Design wb_arbiter_flat, sky130hd; sources not shown.
run_1/detail.png
Region (50, 50) to (75, 75) um. Cells in grey, sequential cells in the stronger grey; small squares are vias.
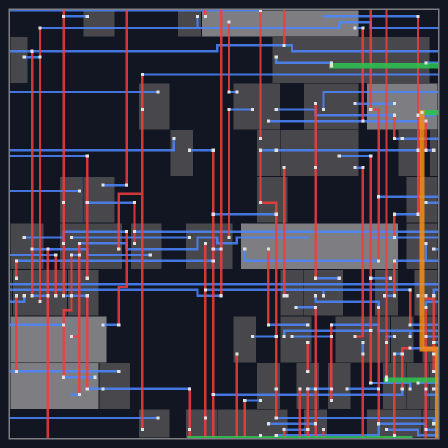
| colour | layer |
|---|---|
| orange | metal 4 |
| blue | metal 1 |
| red | metal 2 |
| green | metal 3 |
sequential cells in the window: 4
most frequent: buf_2 (9), clkbuf_1 (9), dfrtp_1 (4)
cells with their middle in the window: 43

run_1/congestion.png
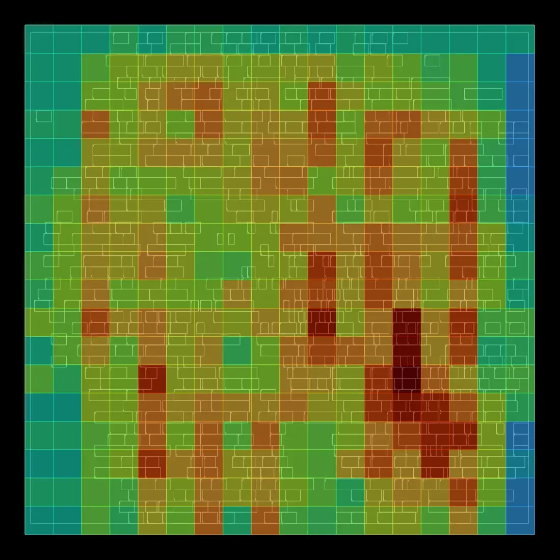
gr busiest metal: met2
GR Layer Usage met3: 0.0558

run_1/flops_by_reg.png
Drawn at 3 px/um.
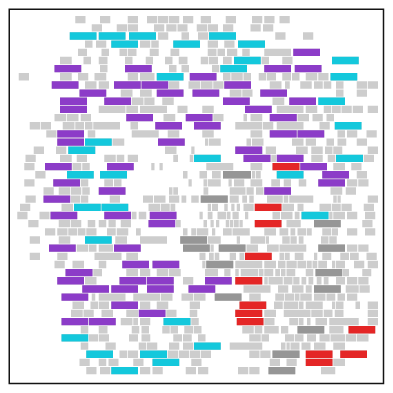
| colour | netlist name | placed flops |
|---|---|---|
| purple | `u_core.fifo_data` | 64 |
| cyan | `u_core.bus.wb_data_o` | 32 |
| red | `u_core.fifo_rd` | 12 |
not coloured: 14
Storage cell area: 3050 um2
flop share of the area: 0.373
sequential cell power: 3.21 mW
final core occ: 0.563

==> results_dict.tcl, run 1 <==
# implementation run metrics
set metrics [dict create \
    cpLargestDelayFamily "buffers and inverters" \
    power_mw 8.84 \
    buffers 173 \
    root_buffer "clkbuf_16" \
    ys_seq_frac 0.511 \
    status "finished clean" \
    fp_nets 567 \
    syn_inst 477 \
    clock_buffers 22 \
    setup_tns_ns 0 \
    routedWlPerCell_um 19.2 \
    holdCritPathClass "register to register" \
    fin_ws_ns 0.176 \
    grt_setup_unrepaired "false" \
    seq_cell_count 122 \
    ys_area_um2 5980 \
    n_all_inverters 5 \
    met1_usage 0.269 \
    drtIter0Drc 264 \
    critPathBufInv 3 \
    buffer_area_frac 0.191 \
    viasPerCell 5.62 \
    internal_power_mw 6.01 \
    cp_slowest_stage_delay_ns 0.57 \
    area_delta_synth_final_pct 36.9 \
    yosysTopAreaCell "dfrtp_1" \
    numSynthFlops 122 \
    n_antenna_cell 0 \
    critPathMaxFanout 10 \
    drv_slew 0 \
    taps 184 \
    hold_buffers 1 \
    topCellsByArea "dfrtp_1 51%, mux2_2 12%, mux2i_1 7.2%" \
    fillers 1230 \
    top_power_group "combinational logic" \
    syn_avg_cell_area_um2 12.5 \
    grt_pass1_wl_um 25500 \
    cts_resized 25 \
    largest_reg_flops 64 \
    die_area_um2 15400 \
    worst_path_most_repeated_cell "clkdlybuf4s50_1" \
    clk-insertion-delay-late_ns 0.40 \
    antenna_left 0 \
    vias 4638 \
    required_ns 2.28 \
    synthArstFlopShare 1.00 \
    fin_nets 720 \
    yosys_warnings 0 \
    cts_max_path_buffers 2 \
    area_dominant_class "flip-flops and latches" \
    hpwl_um 10800 \
    hold_violations 0 \
    leakagePower_nw 3.62 \
    tritoncts "done" \
    fin_hold_ws_ns 0.374 \
    final_area_um2 8190 \
    combAreaFraction 0.339 \
    wl_met1_um 7000 \
    clock_power_mw 2.01 \
    ff_type "dfrtp_1" \
    drive_above_1_share 0.214 \
    die_w_um 124 \
    hold_path_depth 1 \
    worst-path-stages 4 \
    postCtsSetupBuffers 4 \
    row_count 44 \
    port_buffers 128 \
    cts_max_level 4 \
    first_pass_iters 5 \
    reg2reg_slack_ns 0.22 \
    cpMaxStageDelayCell "clkdlybuf4s50_1" \
    drc 0 \
    dp_worst_setup_slack_ns -0.350 \
    netlist_area_um2 5980 \
    dpl.cell_count 790 \
    layout.cells.non_filler 825 \
    route.met2.wl_um 7710 \
    yosysUniqueCellTypes 37 \
    pg_comb_mw 3.63 \
    worst_pin_slew_ns 0.600 \
    cts_made_buffers 17 \
    end_kind "output port" \
    top_cells_by_count "122 x dfrtp_1, 63 x mux2_2, 43 x mux2i_1" \
    p_sw_mw 2.84 \
    critPathLaunchType "primary input" \
    setup_viol 0 \
    finalCriticalPeriod_ns 2.62 \
    edf_count 0 \
    grt-ovfl-total 0 \
    groute.layer.met2.usage 0.348 \
    cap_violations 0 \
    io_pins 129 \
    clkTransAtPathRegs_ns 0.05 \
    totalWireLength_um 15900 \
    comb_power_share 0.410 \
    first_global_vias 4932 \
    core_area_um2 14500 \
    max_freq_mhz 381 \
    pwr-share-seq 0.363 \
    netlist.area_leader.share 0.511 \
    clock_area_frac 0.0666 \
    logic_area_um2 2780 \
    ir_drop_mv 0.550 \
    most_common_cell "dfrtp_1" \
    antenna_found_initial 0 \
    gp_congestion 0.860 \
    place_area_um2 7520 \
    cellPowerDensity_nw_per_um2 1080 \
    slew-limit-headroom 0.600 \
    dr_wl_met3_um 941 \
    grt_use_total 0.211 \
    dieHeight_um 124 \
    clock_power_share 0.227 \
    r2r_cells 11 \
    highest_layer "met4" \
    grt_max_degree 83 \
    cts_sinks 122 \
    yosys-stat-cells 477 \
    crit_chain "clkdlybuf4s50_1, clkbuf_1, and2_1, clkdlybuf4s50_1" \
    worstPathArrival_ns 2.10 \
    path_class "primary input to output port" \
    comb_cells 311 \
    period_used_share 0.937 \
    switching_share 0.321 \
    warning_count 26 \
    fp_util 0.411 \
]
run 1: layout by cell type, fill, tap and decap left out, types with 5 or more instances in the layout:
cell type,instances
clkdlybuf4s50_1,121
dfrtp_1,121
mux2_2,63
mux2i_1,35
a221oi_1,33
a211oi_1,33
a21o_1,33
mux2_1,20
buf_2,18
clkbuf_16,17
xnor2_1,15
clkbuf_1,14
nand2_1,13
o21ai_0,9
mux2i_2,7
xor2_1,7
nor2_1,5
inv_1,5
a21oi_1,5
buf_4,5
clkinv_2,5
run 1: cell families after synthesis:
| kind of cell | count (synthesis) | synth area share |
|---|---|---|
| flops | 122 | 0.511 |
| buf+inv | 44 | 0.0349 |
| simple gates | 36 | 0.0291 |
| xor+xnor | 22 | 0.0322 |
| mux | 126 | 0.228 |
| fa+ha+maj | 3 | 0.00628 |
| compound gates | 124 | 0.159 |
run_1/layer_met2.png
Drawn at 3 px/um.
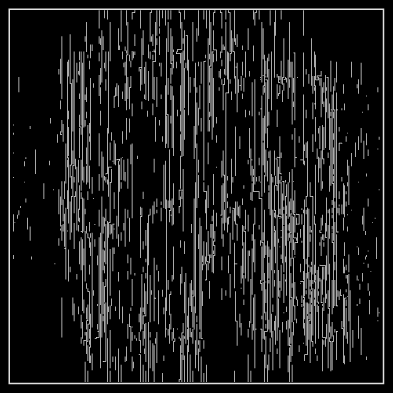

==> run 2, diff against run 1 <==
--- a/config.mk
+++ b/config.mk
@@ -7,6 +7,7 @@
 export LEC_CHECK = 0
 export ABC_AREA = 0
 export CORE_UTILIZATION = 40
+export CTS_CLUSTER_DIAMETER = 30
 export CTS_CLUSTER_SIZE = 28
 export DETAILED_ROUTE_END_ITERATION = 6
 export GPL_TIMING_DRIVEN = 0
==> constraint.sdc (replaced) <==
create_clock -name clk -period 3.4 [get_ports clk]
set_clock_uncertainty 0.1 [all_clocks]
set_input_delay 0.51 -clock clk [delete_from_list [all_inputs] [get_ports clk]]
set_output_delay 0.51 -clock clk [all_outputs]
set_load 0.005 [all_outputs]
run_2/layer_met2.png
Drawn at 3 px/um.
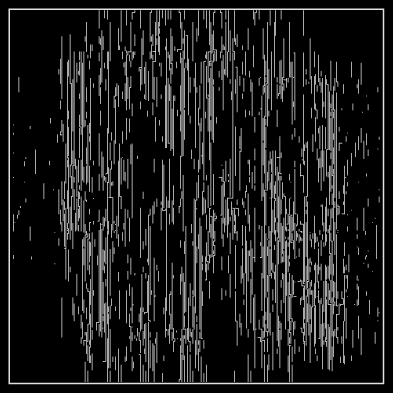
share of all routed wire: 49%
nets with wire on the layer: 660
longest straight run: 49.1 um
main direction: vertical
via count: 4587
Routed WL: 15700 um
met2 usage: 0.344

run_2/flops_by_reg.png
Drawn at 3 px/um.
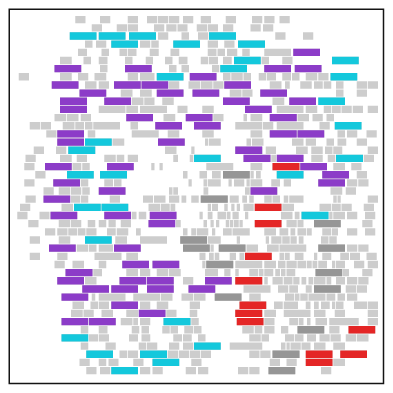
| colour | netlist name | placed flops |
|---|---|---|
| purple | `u_core.fifo_data` | 64 |
| cyan | `u_core.bus.wb_data_o` | 32 |
| red | `u_core.fifo_rd` | 12 |
sequential cell power: 2.61 mW
Storage cell area: 3050 um2

run_2/sizes.png
Drawn at 4 px/um.
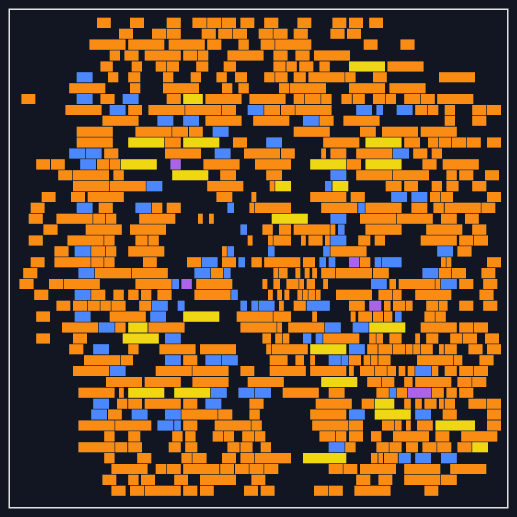
| colour | size | cells | share |
|---|---|---|---|
| purple | _3 and _4 cells | 5 | 0.78% |
| yellow | _6 and larger | 25 | 3.9% |
| orange | _0 and _1 cells | 515 | 81% |
| blue | _2 cells | 92 | 14% |
Synth-to-Final Area Change: 35.4%
Buffers, non-clock: 169
post-route cell area: 8100 um2

==> run 2 against run 1 <==
Sequential cell count is the same. Die area is the same. Cell count shrank 0.48%. Area after synthesis is the same. Sequential power shrank 19%. Count of clock-buffer cells in the layout is the same. First-iteration DRC count grew 2.7%. Power shrank 19%. Core utilization shrank 0.64 points. Highest routed layer unchanged.
==> results_dict.tcl, run 2 <==
# implementation run metrics
set metrics [dict create \
    status "finished clean" \
    clkTransAtPathRegs_ns 0.05 \
    most_common_cell "dfrtp_1" \
    dpl.cell_count 790 \
    leakagePower_nw 3.58 \
    gp_congestion 0.860 \
    yosys_warnings 0 \
    clock_power_share 0.232 \
    grt_setup_unrepaired "false" \
    period_used_share 0.944 \
    worst_pin_slew_ns 0.627 \
    cts_max_path_buffers 2 \
    layout_top_cell "clkdlybuf4s50_1" \
    ff_type "dfrtp_1" \
    antenna_left 0 \
    hold_buffers 1 \
    required_ns 2.79 \
    area_dominant_class "flip-flops and latches" \
    syn_inst 477 \
    internal_power_mw 4.85 \
    grt-ovfl-total 0 \
    cts_sinks 122 \
    fp_nets 567 \
    r2r_cells 11 \
    path_class "primary input to output port" \
    dieHeight_um 124 \
    drc 0 \
    worstPathArrival_ns 2.60 \
    fin_util 0.557 \
    setup_tns_ns 0 \
    fin_ws_ns 0.191 \
    drv_slew 0 \
    reg2reg_slack_ns 0.79 \
    route.met2.wl_um 7680 \
    ys_area_um2 5980 \
    cts_resized 0 \
    finalCriticalPeriod_ns 3.21 \
    p_sw_mw 2.27 \
    antenna_found_initial 0 \
    fin_nets 716 \
    n_all_inverters 5 \
    critPathLaunchType "primary input" \
    seq_cell_count 122 \
    die_w_um 124 \
    yosysUniqueCellTypes 37 \
    numSynthFlops 122 \
    sh_seq_area 0.377 \
    wl_met1_um 6950 \
    largest_reg_flops 64 \
    syn_avg_cell_area_um2 12.5 \
    holdCritPathClass "register to register" \
    io_pins 129 \
    highest_layer "met4" \
    switching_share 0.319 \
    cap_violations 0 \
    warning_count 26 \
    clk-insertion-delay-late_ns 0.40 \
    drive_above_1_share 0.192 \
    routedWlPerCell_um 19.1 \
    grt_pass1_wl_um 25000 \
    logic_area_um2 2730 \
    max_freq_mhz 312 \
    postCtsSetupBuffers 0 \
    die_area_um2 15400 \
    comb_power_share 0.402 \
    n_antenna_cell 0 \
    dp_worst_setup_slack_ns 0.102 \
    dr_wl_met3_um 952 \
    place_area_um2 7520 \
    clock_buffers 22 \
    synthArstFlopShare 1.00 \
    netlist_area_um2 5980 \
    taps 184 \
    top_cells_by_count "122 x dfrtp_1, 63 x mux2_2, 43 x mux2i_1" \
    first_global_vias 4856 \
    power_mw 7.12 \
    core_area_um2 14500 \
    combAreaFraction 0.338 \
    setup_viol 0 \
    end_kind "output port" \
    clock_area_frac 0.0674 \
    pwr-share-seq 0.366 \
    first_pass_iters 5 \
]
run 2: cell counts after synthesis:
No cell type changed its count.
run 2: power by group through the flow:
stage	Combinational (mW)	Sequential, mW	Clock [mW]
floorplan	1.79	2.54	0
global placement	2.78	2.58	0
detailed placement	2.85	2.62	0
CTS	2.87	2.60	1.69
global route	3.09	2.70	1.75
finish	2.86	2.61	1.65
run 2: cell families after synthesis:
logic type	Yosys count	share of synthesized area
compound gates	124	0.159
flops	122	0.511
fa+ha+maj	3	0.00628
xor+xnor	22	0.0322
mux	126	0.228
simple gates	36	0.0291
buf+inv	44	0.0349
run 2: worst max-delay path, cell delays in order:
cell and delay [ns]:
clkdlybuf4s50_1 0.51, or4_1 0.59, nor3_4 0.18, nor4_1 0.09, a21oi_1 0.15, o21ai_0 0.12, clkdlybuf4s50_1 0.45
Power is estimated from default activity; no workload was simulated.
